--- src/rtl/fifo_pkg.sv ---
// Shared helpers for the async FIFO read-side blocks: derived widths and the
// statistics counter type.
package fifo_pkg;

  typedef logic [31:0] stat_cnt_t;

  function automatic int ptr_w(input int depth);
    return (depth > 1) ? $clog2(depth) : 1;
  endfunction

  function automatic int occ_w(input int depth);
    return $clog2(depth + 1);
  endfunction

  function automatic int ratio_of(input int bits, input int out_bits);
    return bits / out_bits;
  endfunction

  function automatic int idx_w(input int ratio);
    return (ratio > 1) ? $clog2(ratio) : 1;
  endfunction

endpackage

--- src/rtl/fifo_rd_word_buf.sv ---
// Circular DEPTH x BITS word buffer with occupancy count; head_data shows the
// oldest word whenever occ != 0.
module fifo_rd_word_buf
  import fifo_pkg::*;
#(
  parameter int BITS  = 32,
  parameter int DEPTH = 2,
  localparam int PW   = ptr_w(DEPTH),
  localparam int OW   = occ_w(DEPTH)
) (
  input  logic            rd_clk,
  input  logic            rd_rst_n,
  input  logic            push,
  input  logic [BITS-1:0] push_data,
  input  logic            pop,
  output logic [BITS-1:0] head_data,
  output logic [OW-1:0]   occ
);

  logic [BITS-1:0] mem [DEPTH];
  logic [PW-1:0]   wr_ptr;
  logic [PW-1:0]   rd_ptr;

  function automatic logic [PW-1:0] ptr_inc(input logic [PW-1:0] p);
    return (p == PW'(DEPTH - 1)) ? '0 : p + 1'b1;
  endfunction

  // Storage carries no reset; only pointers and occupancy are control state.
  always_ff @(posedge rd_clk) begin
    if (push) mem[wr_ptr] <= push_data;
  end

  always_ff @(posedge rd_clk or negedge rd_rst_n) begin
    if (!rd_rst_n) begin
      wr_ptr <= '0;
      rd_ptr <= '0;
      occ    <= '0;
    end else begin
      if (push) wr_ptr <= ptr_inc(wr_ptr);
      if (pop)  rd_ptr <= ptr_inc(rd_ptr);
      case ({push, pop})
        2'b10:   occ <= occ + 1'b1;
        2'b01:   occ <= occ - 1'b1;
        default: occ <= occ;
      endcase
    end
  end

  assign head_data = mem[rd_ptr];

  push_never_full: assert property (@(posedge rd_clk) disable iff (!rd_rst_n)
    push |-> (occ != OW'(DEPTH)));

endmodule

--- src/rtl/fifo_rd_unpacker.sv ---
// Async FIFO read-side consumer: issues reads, captures words, and streams them
// out LSB slice first. Define FIFO_RD_UNPACK_STATS_EN for word/stall counters.
module fifo_rd_unpacker
  import fifo_pkg::*;
#(
  parameter int BITS      = 32,
  parameter int OUT_BITS  = 8,
  parameter int BUF_DEPTH = 2
) (
  input  logic                rd_clk,
  input  logic                rd_rst_n,
  output logic                fifo_rd_en,
  input  logic [BITS-1:0]     fifo_rd_data,
  input  logic                fifo_rd_empty,
  output logic                m_valid,
  input  logic                m_ready,
  output logic [OUT_BITS-1:0] m_data,
  output logic                m_first,
  output logic                m_last
`ifdef FIFO_RD_UNPACK_STATS_EN
  ,
  output stat_cnt_t           stat_words,
  output stat_cnt_t           stat_stall
`endif
);

  localparam int RATIO = ratio_of(BITS, OUT_BITS);
  localparam int IW    = idx_w(RATIO);
  localparam int OW    = occ_w(BUF_DEPTH);
  localparam int LW    = OW + 1;

  if ((BITS % OUT_BITS) != 0 || BUF_DEPTH < 2) begin : g_bad_cfg
    $error("fifo_rd_unpacker: BITS must be a multiple of OUT_BITS and BUF_DEPTH >= 2");
  end

  logic            run;
  logic            rd_vld_p1;
  logic [IW-1:0]   idx;
  logic [OW-1:0]   occ;
  logic [BITS-1:0] head_word;
  logic            hs;
  logic            idx_at_last;
  logic            pop_word;
  logic [LW-1:0]   level_next;

  assign hs          = m_valid && m_ready;
  assign idx_at_last = (idx == IW'(RATIO - 1));
  assign pop_word    = hs && idx_at_last;

  // Issue stage: the read is allowed only if the word it returns has a slot.
  always_comb begin
    level_next = LW'(occ) + LW'(rd_vld_p1) - LW'(pop_word);
    fifo_rd_en = run && !fifo_rd_empty && (level_next < LW'(BUF_DEPTH));
  end

  // Capture stage: FIFO data is valid one cycle after an accepted read.
  always_ff @(posedge rd_clk or negedge rd_rst_n) begin
    if (!rd_rst_n) begin
      run       <= 1'b0;
      rd_vld_p1 <= 1'b0;
      idx       <= '0;
    end else begin
      run       <= 1'b1;
      rd_vld_p1 <= fifo_rd_en;
      if (hs) idx <= idx_at_last ? '0 : idx + 1'b1;
    end
  end

  fifo_rd_word_buf #(
    .BITS  (BITS),
    .DEPTH (BUF_DEPTH)
  ) u_buf (
    .rd_clk    (rd_clk),
    .rd_rst_n  (rd_rst_n),
    .push      (rd_vld_p1),
    .push_data (fifo_rd_data),
    .pop       (pop_word),
    .head_data (head_word),
    .occ       (occ)
  );

  // Output stage: slices come straight off the head word, zero while idle.
  assign m_valid = (occ != '0);
  assign m_data  = m_valid ? head_word[idx*OUT_BITS +: OUT_BITS] : '0;
  assign m_first = m_valid && (idx == '0);
  assign m_last  = m_valid && idx_at_last;

`ifdef FIFO_RD_UNPACK_STATS_EN
  function automatic stat_cnt_t sat_inc(input stat_cnt_t c);
    return (c == '1) ? c : c + 1'b1;
  endfunction

  always_ff @(posedge rd_clk or negedge rd_rst_n) begin
    if (!rd_rst_n) begin
      stat_words <= '0;
      stat_stall <= '0;
    end else begin
      if (pop_word)            stat_words <= sat_inc(stat_words);
      if (m_valid && !m_ready) stat_stall <= sat_inc(stat_stall);
    end
  end
`endif

endmodule

--- config.mk ---
export PLATFORM = sky130hd
export DESIGN_NAME = fifo_rd_unpacker
export DESIGN_NICKNAME = d
export VERILOG_FILES = /design/src/rtl/fifo_pkg.sv /design/src/rtl/fifo_rd_word_buf.sv /design/src/rtl/fifo_rd_unpacker.sv
export SDC_FILE = /design/constraint.sdc
export NUM_CORES = 1
export LEC_CHECK = 0
export CELL_PAD_IN_SITES_DETAIL_PLACEMENT = 0
export CELL_PAD_IN_SITES_GLOBAL_PLACEMENT = 1
export CORE_ASPECT_RATIO = 1.25
export CORE_MARGIN = 10
export CORE_UTILIZATION = 52
export DETAILED_ROUTE_END_ITERATION = 12
export DONT_BUFFER_PORTS = 1
export PLACE_DENSITY = 0.86
export SLEW_MARGIN = 15
export SYNTH_ARGS = -nofsm -noshare
export SYNTH_HDL_FRONTEND = slang
export SYNTH_SLANG_ARGS = --single-unit
--- constraint.sdc ---
create_clock -name rd_clk -period 2.97 [get_ports rd_clk]
set_input_delay 0.891 -clock rd_clk [delete_from_list [all_inputs] [get_ports rd_clk]]
set_output_delay 0.891 -clock rd_clk [all_outputs]
set_load 0.02 [all_outputs]
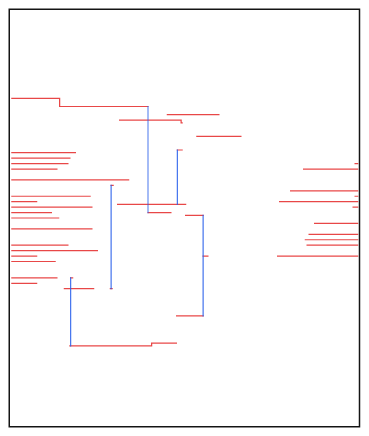
Run 1: routed metal, one colour a layer
Scale: 4 px per um. Only two layers are drawn.
- metal 4: blue (wire length 108 um)
- metal 3: red (wire length 511 um)

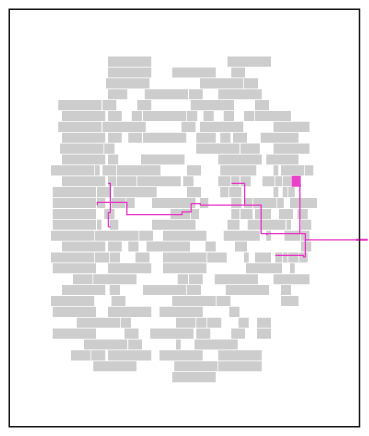
Run 1: wires at chosen ports, followed through buffers
Scale: 4 px per um.
- m_valid: magenta (direction output; edge right; end cells 1; buffers 0; wire 126 um)

==> results.txt, run 1 <==
hold buffers post-CTS = 0
# Cells Yosys = 171
port buffer count = 0
Syn Nets = 210
xor/xnor cell area share of the yosys netlist = 1.19%
FF/Latch Area = 2120 um^2
final hold violations = 0
Synth area leaders = edfxtp_1 (65%), mux2i_1 (11%), dfrtp_1 (6.8%)
mux frac, synth = 11.7%
largest registers = u_buf.mem x64, idx x2, u_buf.occ x2
Clock Latency Late Sink = 340 ps
status = finished with violations
layer with the highest usage = met2
failing checks = negative setup slack
fin util = 59.5%
cell with the most instances after synthesis = edfxtp_1
peak supply drop = 0.000469 V
combinational gate area = 781 um^2
n_diodes = 0
cell type with the largest total area = edfxtp_1
Rel. slew slack = 60.6%
nets = 220
chip area line of the yosys report = 2940 um^2
Clk power = 0.724 mW
Met3 Wirelength = 511 um
largest net degree at the start of global routing = 36
Net Sw Frac = 35.4%
Fillers = 415
# setup viols final = 1
Leakage = 1.17 nW
Int Power = 2.11 mW
Pwr top = registers
CTS Buf Count = 9
DRT Pass-1 Iters = 4
HP Class = input port to asynchronous set/reset pin
r2r worst-path depth = 6
Cell Pwr Density = 1010 nW/um^2
crit path buf inv count = 1
FF-to-FF setup slack = 1040 ps
number of DRC markers in iteration 0 = 96
register with the most flip-flops = u_buf.mem
Tcrit/Tclk final = 102%
Die H = 104 um
cts repair resizes = 6
Power Total = 3.27 mW
register area share after synthesis = 72.3%
CP startpoint = idx[0]
syn avg cell area = 17.2 um^2
met1 usage = 13.1%
met2 wire length = 2850 um
crit path to = fifo_rd_en
Psw = 1.16 mW
clock tree root buffer cell = clkbuf_8
critical path arrival = 2150 ps
most instantiated logic cell after routing = edfxtp_1
grt total ovfl = 0
Top Family by Delay on Critical Path = adder cells
Combinational Power = 1.16 mW
RSZ-0062 raised after global routing = yes
max_cap viols = 0
Flop pwr share = 42.6%
CP Depth = 6
max reg flops = 64
Max Root-Sink Buffers = 2
most frequent cells in the layout = edfxtp_1 (64), mux2i_1 (32), a22oi_1 (16), and3_1 (9), clkbuf_8 (9)
compound-gate portion of the synthesized area = 4.69%
# DRC = 0
CTS Sinks = 72
final setup margin = -72.7 ps
remaining antenna violation count = 0
Seq group = 1.39 mW
CP cell instances = ha_4 > and4b_1 > buf_6 > fa_2 > xor2_2 > nor3_4
Crit. End Element = output pin
via count = 1478
yosys adder share = 1.53%
met3 usage in global routing = 6.19%
CTS clk-pin slew, worst paths = 70 ps
fp_density = 54.0%
# IOs = 48
postcts setup bufs = 2
Comb power frac = 35.3%
core area = 5440 um^2
crit path max fanout = 4
Final min period = 3040 ps
DR top layer = met4
Commonest cells post-synth = edfxtp_1 (64), mux2i_1 (32), a22oi_1 (16), and3_1 (9), dfrtp_1 (8)
share of layout cells above drive strength 1 = 17.2%
comb area leader = multiplexers
reg2reg end = rd_vld_p1
gr usage total = 12.3%
DIE WIDTH = 87.2 um
Crit-path slowest cell = dfrtp_2
first-pass GRT wire length = 8310 um
routed len/inst = 21.7 um
ys flops = 72
Chip Area = 9070 um^2
asr flop ratio synth = 11.1%
CTS tree = built
CP startpoint kind = register
final slew viol count = 0
initial antenna violation count = 0
Fin Clk Skew = 7.31 ps
worst-margin pin slew = 589 ps
CP Class = register to output pin
FMAX = 329 MHz
met2 GRT Util = 19.0%
total wire length = 5420 um
Synth Instances = 171
number of enable flip-flop cells = 64
Critical Path RT = 2080 ps
Distinct cells, synth = 30
Area growth, synth to finish = 10.2%
htree depth = 3
clock power share = 22.1%
share of the synthesized area in the top cell type = 65.4%
vias in the first global route = 1550
hpwl dp = 3670 um
Synth warnings = 0
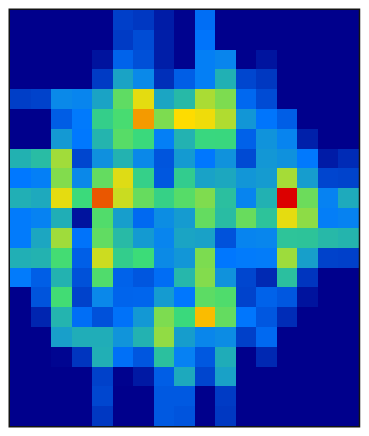
Run 1: routed metal per tile
Scale: 4 px per um. 17 x 21 tiles, from dark blue (low) to red (high), scaled to the fullest tile. Values are wire area over tile area, all layers added.
- densest ninth of the die: left middle
- emptiest ninth of the die: bottom right
- nearly empty tiles: 33%
- mean over tiles: 0.098
- fullest tile: 0.44
- tiles over half the peak: 13%

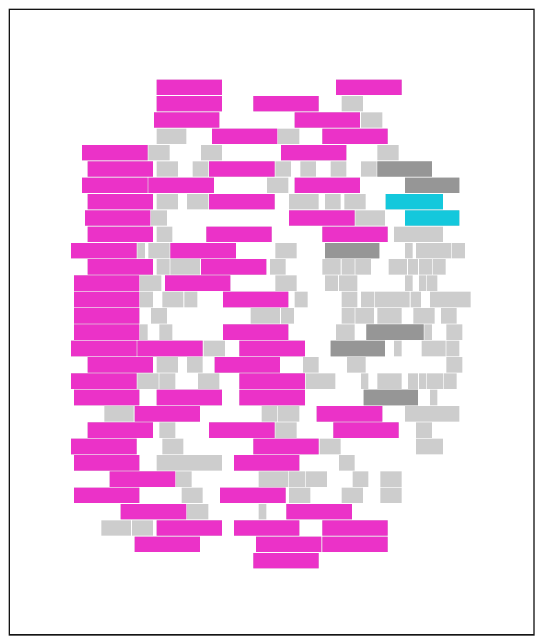
Run 1: register map, names as in the netlist
Scale: 6 px per um.
- u_buf.mem: magenta (sequential cells 64)
- u_buf.occ: cyan (sequential cells 2)
- not coloured: 6

## run 1: per-stage QoR
stage | area, um^2 | cells | TNS (ps) | setup WS (ps) | hold slack, ps
floorplan | 2950 | 171 | 0 | 28.7 | 453
global placement | 2990 | 232 | 0 | 20.1 | 485
detailed placement | 2990 | 232 | -46.0 | -46.0 | 503
CTS | 3230 | 250 | -64.2 | -64.2 | 219
global route | 3240 | 250 | -260 | -179 | 212
finish | 3240 | 250 | -72.7 | -72.7 | 235
## run 1: final cells by class
cell class | count | area share (%)
Sequential cell | 72 | 65.6
Multi-Input combinational cell | 89 | 24.1
Clock buffer | 10 | 3.94
Tap cell | 64 | 2.47
Clock inverter | 6 | 1.86
Timing Repair Buffer | 7 | 1.74
Inverter | 2 | 0.232
==> run 1 -> run 2 <==
--- a/config.mk
+++ b/config.mk
@@ -10,6 +10,7 @@
 export CORE_ASPECT_RATIO = 1.25
 export CORE_MARGIN = 10
 export CORE_UTILIZATION = 52
+export CTS_CLUSTER_DIAMETER = 30
 export DETAILED_ROUTE_END_ITERATION = 12
 export DONT_BUFFER_PORTS = 1
 export PLACE_DENSITY = 0.86
==> results.txt, run 2 <==
failing checks = negative setup slack
CTS Buf Count = 9
Synth Instances = 171
syn avg cell area = 17.2 um^2
Area growth, synth to finish = 10.2%
met2 GRT Util = 19.0%
crit path max fanout = 4
xor/xnor cell area share of the yosys netlist = 1.19%
hold buffers post-CTS = 0
Clock Latency Late Sink = 340 ps
chip area line of the yosys report = 2940 um^2
Syn Nets = 210
# Cells Yosys = 171
initial antenna violation count = 0
largest registers = u_buf.mem x64, idx x2, u_buf.occ x2
Worst Hold Slack = 235 ps
critical path arrival = 2150 ps
share of layout cells above drive strength 1 = 17.2%
met1 usage = 13.1%
FF-to-FF setup slack = 1040 ps
Non-Filler Instances = 250
Pwr top = registers
final hold violations = 0
port buffer count = 0
gr usage total = 12.3%
Fin Clk Skew = 7.31 ps
combinational gate area = 781 um^2
CTS Sinks = 72
largest net degree at the start of global routing = 36
met2 wire length = 2850 um
most instantiated logic cell after routing = edfxtp_1
Cell Pwr Density = 1010 nW/um^2
number of enable flip-flop cells = 64
comb area leader = multiplexers
Tcrit/Tclk final = 102%
Int Power = 2.11 mW
met3 usage in global routing = 6.19%
final setup margin = -72.7 ps
CP startpoint kind = register
DIE WIDTH = 87.2 um
fp_density = 54.0%
Commonest cells post-synth = edfxtp_1 (64), mux2i_1 (32), a22oi_1 (16), and3_1 (9), dfrtp_1 (8)
Crit. End Element = output pin
Synth area leaders = edfxtp_1 (65%), mux2i_1 (11%), dfrtp_1 (6.8%)
n_diodes = 0
max reg flops = 64
Critical Path RT = 2080 ps
FF/Latch Area = 2120 um^2
# setup viols final = 1
most frequent cells in the layout = edfxtp_1 (64), mux2i_1 (32), a22oi_1 (16), and3_1 (9), clkbuf_8 (9)
pre-CTS setup slack = -46.0 ps
asr flop ratio synth = 11.1%
clock tree root buffer cell = clkbuf_8
Comb power frac = 35.3%
worst-margin pin slew = 589 ps
Power Total = 3.27 mW
DRT Pass-1 Iters = 4
layer with the highest usage = met2
Met3 Wirelength = 511 um
Combinational Power = 1.16 mW
cell with the most instances after synthesis = edfxtp_1
first-pass GRT wire length = 8310 um
hpwl dp = 3670 um
final slew viol count = 0
core area = 5440 um^2
Chip Area = 9070 um^2
cell type with the largest total area = edfxtp_1
number of DRC markers in iteration 0 = 96
Final Instance Area = 3240 um^2
crit path to = fifo_rd_en
# IOs = 48
htree depth = 3
status = finished with violations
peak supply drop = 0.000469 V
register area share after synthesis = 72.3%
CP startpoint = idx[0]
Rel. slew slack = 60.6%
Die H = 104 um
FMAX = 329 MHz
Synth warnings = 0
CTS clk-pin slew, worst paths = 70 ps
grt total ovfl = 0
Max Root-Sink Buffers = 2
Psw = 1.16 mW
Leakage = 1.17 nW
Distinct cells, synth = 30
CP Class = register to output pin
Seq group = 1.39 mW
yosys adder share = 1.53%
remaining antenna violation count = 0
clock power share = 22.1%
compound-gate portion of the synthesized area = 4.69%
max_cap viols = 0
CTS tree = built
# DRC = 0
HP Class = input port to asynchronous set/reset pin
Area after DPL = 2990 um^2
placed cell count = 232
total wire length = 5420 um
Net Sw Frac = 35.4%
vias in the first global route = 1550
mux frac, synth = 11.7%
share of the synthesized area in the top cell type = 65.4%
run 2: cell counts in the layout (fill, tap and decap cells not counted):
No cell type changed its count.
run 2: cell type report:
type / instances / share of cell area, %
Tap cell: 64 / 2.47
Timing Repair Buffer: 7 / 1.74
Multi-Input combinational cell: 89 / 24.1
Sequential cell: 72 / 65.6
Inverter: 2 / 0.232
Clock buffer: 10 / 3.94
Clock inverter: 6 / 1.86
run 2: critical path: stages (launching register included):
cell,delay [ps]
dfrtp_2,430
ha_4,180
and4b_1,210
buf_6,130
fa_2,370
xor2_2,170
nor3_4,330
run 2: what timing repair did:
item	4_1_cts	5_1_grt
setup endpoints to repair	1	8
resized	6	4
buffers inserted	2	0
pin swaps	4	4
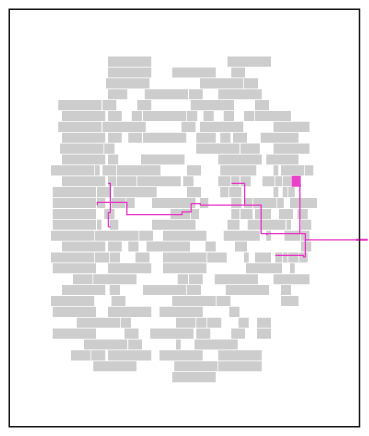
Run 2: wires at chosen ports, followed through buffers
Scale: 4 px per um.
- m_valid: magenta (direction output; edge right; end cells 1; buffers 0; wire 126 um)

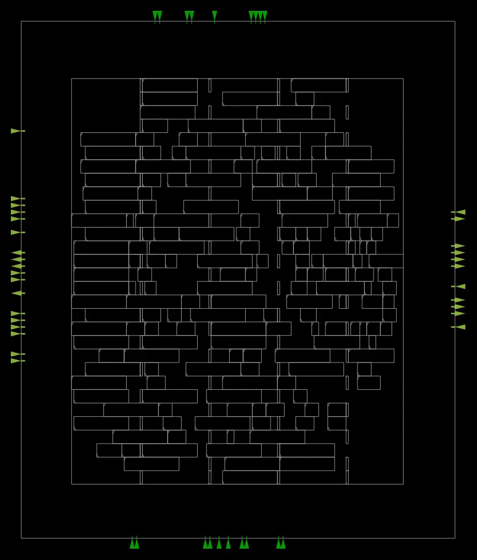
Run 2: placed standard cells
fin util: 59.5%
Seq/total area: 65.6%
num rows: 30
Tapcells: 64
Fillers: 415

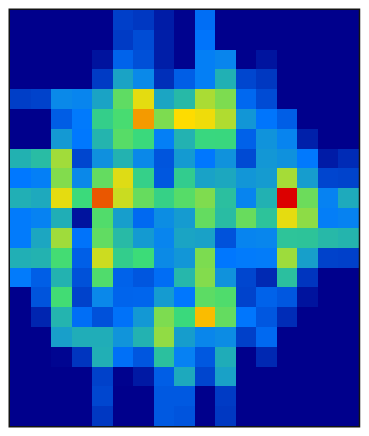
Run 2: routed metal per tile
Scale: 4 px per um. 17 x 21 tiles, from dark blue (low) to red (high), scaled to the fullest tile. Values are wire area over tile area, all layers added.
- emptiest ninth of the die: bottom right
- nearly empty tiles: 33%
- fullest tile: 0.44
- mean over tiles: 0.098

Power is estimated from default activity; no workload was simulated.
